**src/rtl/tpu_apb_pkg.sv**
```systemverilog
// rtl/tpu_apb_pkg.sv - register offsets, bit indices and APB phase enum for tpu_apb_regs
package tpu_apb_pkg;

    // Word indices (paddr[4:2]) of the register map
    localparam logic [2:0] REG_CTRL    = 3'd0;
    localparam logic [2:0] REG_STATUS  = 3'd1;
    localparam logic [2:0] REG_A_BASE  = 3'd2;
    localparam logic [2:0] REG_B_BASE  = 3'd3;
    localparam logic [2:0] REG_C_BASE  = 3'd4;
    localparam logic [2:0] REG_SCRATCH = 3'd5;
    localparam logic [2:0] REG_VERSION = 3'd6;
    localparam logic [2:0] REG_CYCLES  = 3'd7;

    localparam int CTRL_START  = 0;
    localparam int CTRL_IRQ_EN = 1;
    localparam int STAT_BUSY   = 0;
    localparam int STAT_DONE   = 1;

    typedef enum logic [1:0] {
        ST_IDLE   = 2'd0,
        ST_SETUP  = 2'd1,
        ST_ACCESS = 2'd2
    } apb_state_e;

endpackage

```
**src/rtl/tpu_apb_regs.sv**
```systemverilog
// rtl/tpu_apb_regs.sv - APB register block controlling a TPU array run
module tpu_apb_regs
    import tpu_apb_pkg::*;
#(
    parameter logic [31:0] VERSION = 32'h0001_0404,
    parameter int          CNT_W   = 32
) (
    input  logic        i_clk,
    input  logic        i_rst_n,
    input  logic [31:0] i_paddr,
    input  logic        i_psel,
    input  logic        i_penable,
    input  logic        i_pwrite,
    input  logic [31:0] i_pwdata,
    output logic [31:0] o_prdata,
    output logic        o_pready,
    output logic        o_pslverr,
    output logic        o_tpu_start,
    input  logic        i_tpu_done,
    output logic [31:0] o_a_base,
    output logic [31:0] o_b_base,
    output logic [31:0] o_c_base,
    output logic        o_irq
);

    apb_state_e       state_q, state_d;
    logic [31:0]      prdata_q, prdata_d;
    logic             err_q, err_d;
    logic             irq_en_q, irq_en_d;
    logic             busy_q, busy_d;
    logic             done_q, done_d;
    logic             start_q, start_d;
    logic [31:0]      a_base_q, a_base_d;
    logic [31:0]      b_base_q, b_base_d;
    logic [31:0]      c_base_q, c_base_d;
    logic [31:0]      scratch_q, scratch_d;
    logic [CNT_W-1:0] cnt_q, cnt_d;

    logic [2:0]  idx;
    logic        invalid;
    logic        err;
    logic [31:0] rdata;
    logic        wr_en;
    logic        start_commit;
    logic        unused_paddr_lsbs;

    assign idx               = i_paddr[4:2];
    assign invalid           = |i_paddr[31:5];
    assign unused_paddr_lsbs = ^i_paddr[1:0];

    // state_d is the bus phase of the current cycle; state_q remembers the last one
    always_comb begin
        state_d = ST_IDLE;
        if (state_q == ST_SETUP) begin
            if (i_psel && i_penable)       state_d = ST_ACCESS;
            else if (i_psel && !i_penable) state_d = ST_SETUP;
        end else if (i_psel && !i_penable) begin
            state_d = ST_SETUP;
        end
    end

    always_comb begin
        rdata = '0;
        err   = invalid;
        case (idx)
            REG_CTRL: begin
                rdata[CTRL_IRQ_EN] = irq_en_q;
                if (i_pwrite && i_pwdata[CTRL_START] && busy_q) err = 1'b1;
            end
            REG_STATUS: begin
                rdata[STAT_BUSY] = busy_q;
                rdata[STAT_DONE] = done_q;
            end
            REG_A_BASE: begin
                rdata = a_base_q;
                if (i_pwrite && busy_q) err = 1'b1;
            end
            REG_B_BASE: begin
                rdata = b_base_q;
                if (i_pwrite && busy_q) err = 1'b1;
            end
            REG_C_BASE: begin
                rdata = c_base_q;
                if (i_pwrite && busy_q) err = 1'b1;
            end
            REG_SCRATCH: rdata = scratch_q;
            REG_VERSION: begin
                rdata = VERSION;
                if (i_pwrite) err = 1'b1;
            end
            default: begin
                rdata[CNT_W-1:0] = cnt_q;
                if (i_pwrite) err = 1'b1;
            end
        endcase
    end

    assign wr_en        = (state_d == ST_ACCESS) && i_pwrite && !err_q;
    assign start_commit = wr_en && (idx == REG_CTRL) && i_pwdata[CTRL_START];

    always_comb begin
        prdata_d  = prdata_q;
        err_d     = err_q;
        irq_en_d  = irq_en_q;
        a_base_d  = a_base_q;
        b_base_d  = b_base_q;
        c_base_d  = c_base_q;
        scratch_d = scratch_q;
        start_d   = start_commit;
        busy_d    = busy_q;
        done_d    = done_q;
        cnt_d     = cnt_q;

        if (state_d == ST_SETUP) begin
            prdata_d = err ? 32'd0 : rdata;
            err_d    = err;
        end

        if (wr_en) begin
            case (idx)
                REG_CTRL:    irq_en_d  = i_pwdata[CTRL_IRQ_EN];
                REG_STATUS:  if (i_pwdata[STAT_DONE]) done_d = 1'b0;
                REG_A_BASE:  a_base_d  = i_pwdata;
                REG_B_BASE:  b_base_d  = i_pwdata;
                REG_C_BASE:  c_base_d  = i_pwdata;
                REG_SCRATCH: scratch_d = i_pwdata;
                default:     ;
            endcase
        end

        // Completion is applied after the W1C so that a coincident done pulse wins
        if (i_tpu_done && (busy_q || start_commit)) begin
            done_d = 1'b1;
            busy_d = 1'b0;
        end

        if (start_commit) begin
            busy_d = 1'b1;
            cnt_d  = '0;
        end else if (busy_q && !(&cnt_q)) begin
            cnt_d = cnt_q + 1'b1;
        end
    end

    always_ff @(posedge i_clk or negedge i_rst_n) begin
        if (!i_rst_n) begin
            state_q   <= ST_IDLE;
            prdata_q  <= '0;
            err_q     <= 1'b0;
            irq_en_q  <= 1'b0;
            busy_q    <= 1'b0;
            done_q    <= 1'b0;
            start_q   <= 1'b0;
            a_base_q  <= '0;
            b_base_q  <= '0;
            c_base_q  <= '0;
            scratch_q <= '0;
            cnt_q     <= '0;
        end else begin
            state_q   <= state_d;
            prdata_q  <= prdata_d;
            err_q     <= err_d;
            irq_en_q  <= irq_en_d;
            busy_q    <= busy_d;
            done_q    <= done_d;
            start_q   <= start_d;
            a_base_q  <= a_base_d;
            b_base_q  <= b_base_d;
            c_base_q  <= c_base_d;
            scratch_q <= scratch_d;
            cnt_q     <= cnt_d;
        end
    end

    assign o_prdata    = prdata_q;
    assign o_pready    = (state_d == ST_ACCESS);
    assign o_pslverr   = (state_d == ST_ACCESS) && err_q;
    assign o_tpu_start = start_q;
    assign o_a_base    = a_base_q;
    assign o_b_base    = b_base_q;
    assign o_c_base    = c_base_q;
    assign o_irq       = done_q && irq_en_q;

endmodule
```
**config.mk**
```make
export PLATFORM = sky130hd
export DESIGN_NAME = tpu_apb_regs
export DESIGN_NICKNAME = d
export VERILOG_FILES = /design/src/rtl/tpu_apb_pkg.sv /design/src/rtl/tpu_apb_regs.sv
export SDC_FILE = /design/constraint.sdc
export NUM_CORES = 1
export LEC_CHECK = 0
export ABC_AREA = 1
export CAP_MARGIN = 10
export CORE_MARGIN = 1.5
export CORE_UTILIZATION = 46
export CTS_CLUSTER_SIZE = 8
export DETAILED_ROUTE_END_ITERATION = 10
export PLACE_DENSITY_LB_ADDON = 0.08
export SYNTH_ARGS = -nofsm -noshare
export SYNTH_HDL_FRONTEND = slang
export SYNTH_SLANG_ARGS = --single-unit
```
**constraint.sdc**
```tcl
create_clock -name i_clk -period 1.9 [get_ports i_clk]
set_clock_uncertainty 0.15 [all_clocks]
set_input_delay 0.285 -clock i_clk [delete_from_list [all_inputs] [get_ports i_clk]]
set_output_delay 0.285 -clock i_clk [all_outputs]
set_load 0.03 [all_outputs]
```
**Routing congestion map**

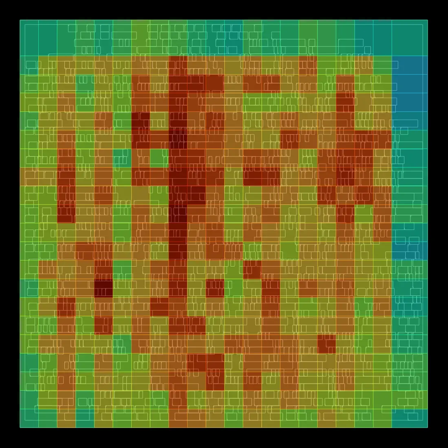
met3 Use GR: 5.18%
GR Util met2: 49.7%
Util after Layout: 63.3%
GR peak layer: met2
met1 GRT Util: 41.5%

==> out/results.tsv <==
stage	metric	value	unit
clocking	htreeDepth	4	
routing	wl_met2	16.1	mm
job	tool_warnings	28	
placed_design	dp_hpwl	25.0	mm
pwr	pwr-share-comb	9.5	%
sta	slew_viol_final	0	
layout	stdcell_count	1947	
worst_setup_path	timing.critical_path.from	state_q[1]	
die	die_height	151	um
layout	final_cell_area	13700	um2
sta	max_freq	552	MHz
pwr	swShare	27.1	%
pwr	power_density	653	nW/um2
pwr	seqPwrFrac	48.5	%
clocking	insertion_delay	440	ps
global_routing	gr-usage-all-layers	30.4	%
synthesis	syn-cell-area	10100	um2
pwr	pg_clk	3770	uW
synthesis	common_cells	537 x nand2_1, 199 x dfrtp_1, 175 x nor2_1, 166 x o21ai_0, 87 x nand3_1	
routing	first_iter_violations	733	
placed_design	portBuffers	199	
routing	drc	0	
clocking	cts_buffer_depth	2	
job	max_cap_violations	0	
outcome	status	finished, final reports clean	
pwr	power	8970	uW
pwr	p_int	6540	uW
worst_setup_path	worstSetupPathType	flip-flop to output port	
synthesis	simple_gate_share	34.7	%
routing	num_vias	10069	
synthesis	synth_adder_area_share	0.124	%
pwr	pg_seq	4350	uW
clocking	clockRootBuffer	clkbuf_16	
die	rows	54	
worst_setup_path	r2r_end	cnt_q[0]	
routing	wl_per_cell	17.4	um
synthesis	synth_dominant_cell_count	nand2_1	
die	fp-utilization	46.6	%
synthesis	logic_family	simple AND/OR/NAND/NOR gates	
routing	ant_nets	0	
die	die_w	151	um
worst_setup_path	arrival	1380	ps
worst_hold_path	hp-class	input port to async pin	
routing	dr.pass1.iters	6	
die	io-pin-count	202	
clocking	cts_hold_buf	1	
clocking	cts_buffers	17	
synthesis	edf_count	0	
synthesis	topCellsByArea	dfrtp_1 49%, nand2_1 20%, o21ai_0 8.2%	
synthesis	yosys.area.top_type	dfrtp_1	
synthesis	ys_sh_aoi	8.66	%
die	dieArea	22900	um2
synthesis	synth.distinct_cells	32	
synthesis	synthFlopType	dfrtp_1	
sta	worst_hold_slack	221	ps
worst_setup_path	worstSetupEndpoint	o_pslverr	
worst_setup_path	ff2ff_path_depth	9	
worst_setup_path	critPathCaptureType	output port	
synthesis	async_reset_ff_share	100	%
synthesis	syn_inst	1391	
worst_setup_path	start_kind	flip-flop	
sta	finalClockPeriodUsage	95.3	%
synthesis	numSynthFlops	199	
synthesis	ys_cells	1391	
sta	hold_viol	0	
sta	setup_viol	0	
synthesis	synth-xor-area-share	1.04	%
worst_setup_path	cp_max_fo	3	
placed_design	gp_congestion	0.923	
synthesis	synth_warnings	0	
die	core_area	21700	um2
routing	wl_met1	14.6	mm
**Gate-type map**

Scale bar: 50 um.
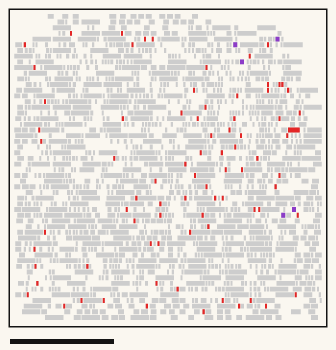
- red: inv cells (cells 79; where all over the die)
- purple: and/or cells (cells 5)

critical path: stages (launching register included):
cell and delay, ps:
dfrtp_1 410, nor3_4 230, and2_1 150, buf_4 150
cells in the final DEF (no fill, tap or decap), drive strengths merged:
master	count
nand2	554
dfrtp	199
nor2	183
o21ai	170
dlygate4sd2	125
buf	115
nand3	88
inv	84
clkdlybuf4s50	66
nand4	21
clkbuf	19
xor2	11
clkinv	8
dlymetal6s2s	5
or2	4
nor3	4
a21oi	2
diode	1
o21a	1
and2	1
xnor2	1
nand3b	1
o21bai	1
ha	1
bufinv	1
dlygate4sd3	1
layout make-up:
class	instances	area, um2
inverter	79	309
tap	280	350
sequential	199	4980
antenna	1	2.50
clock inverter	14	183
fill	1989	7970
timing repair buffer	313	2940
clock buffer	18	429
multi-input combinational	1043	4530
Power is estimated from default activity; no workload was simulated.
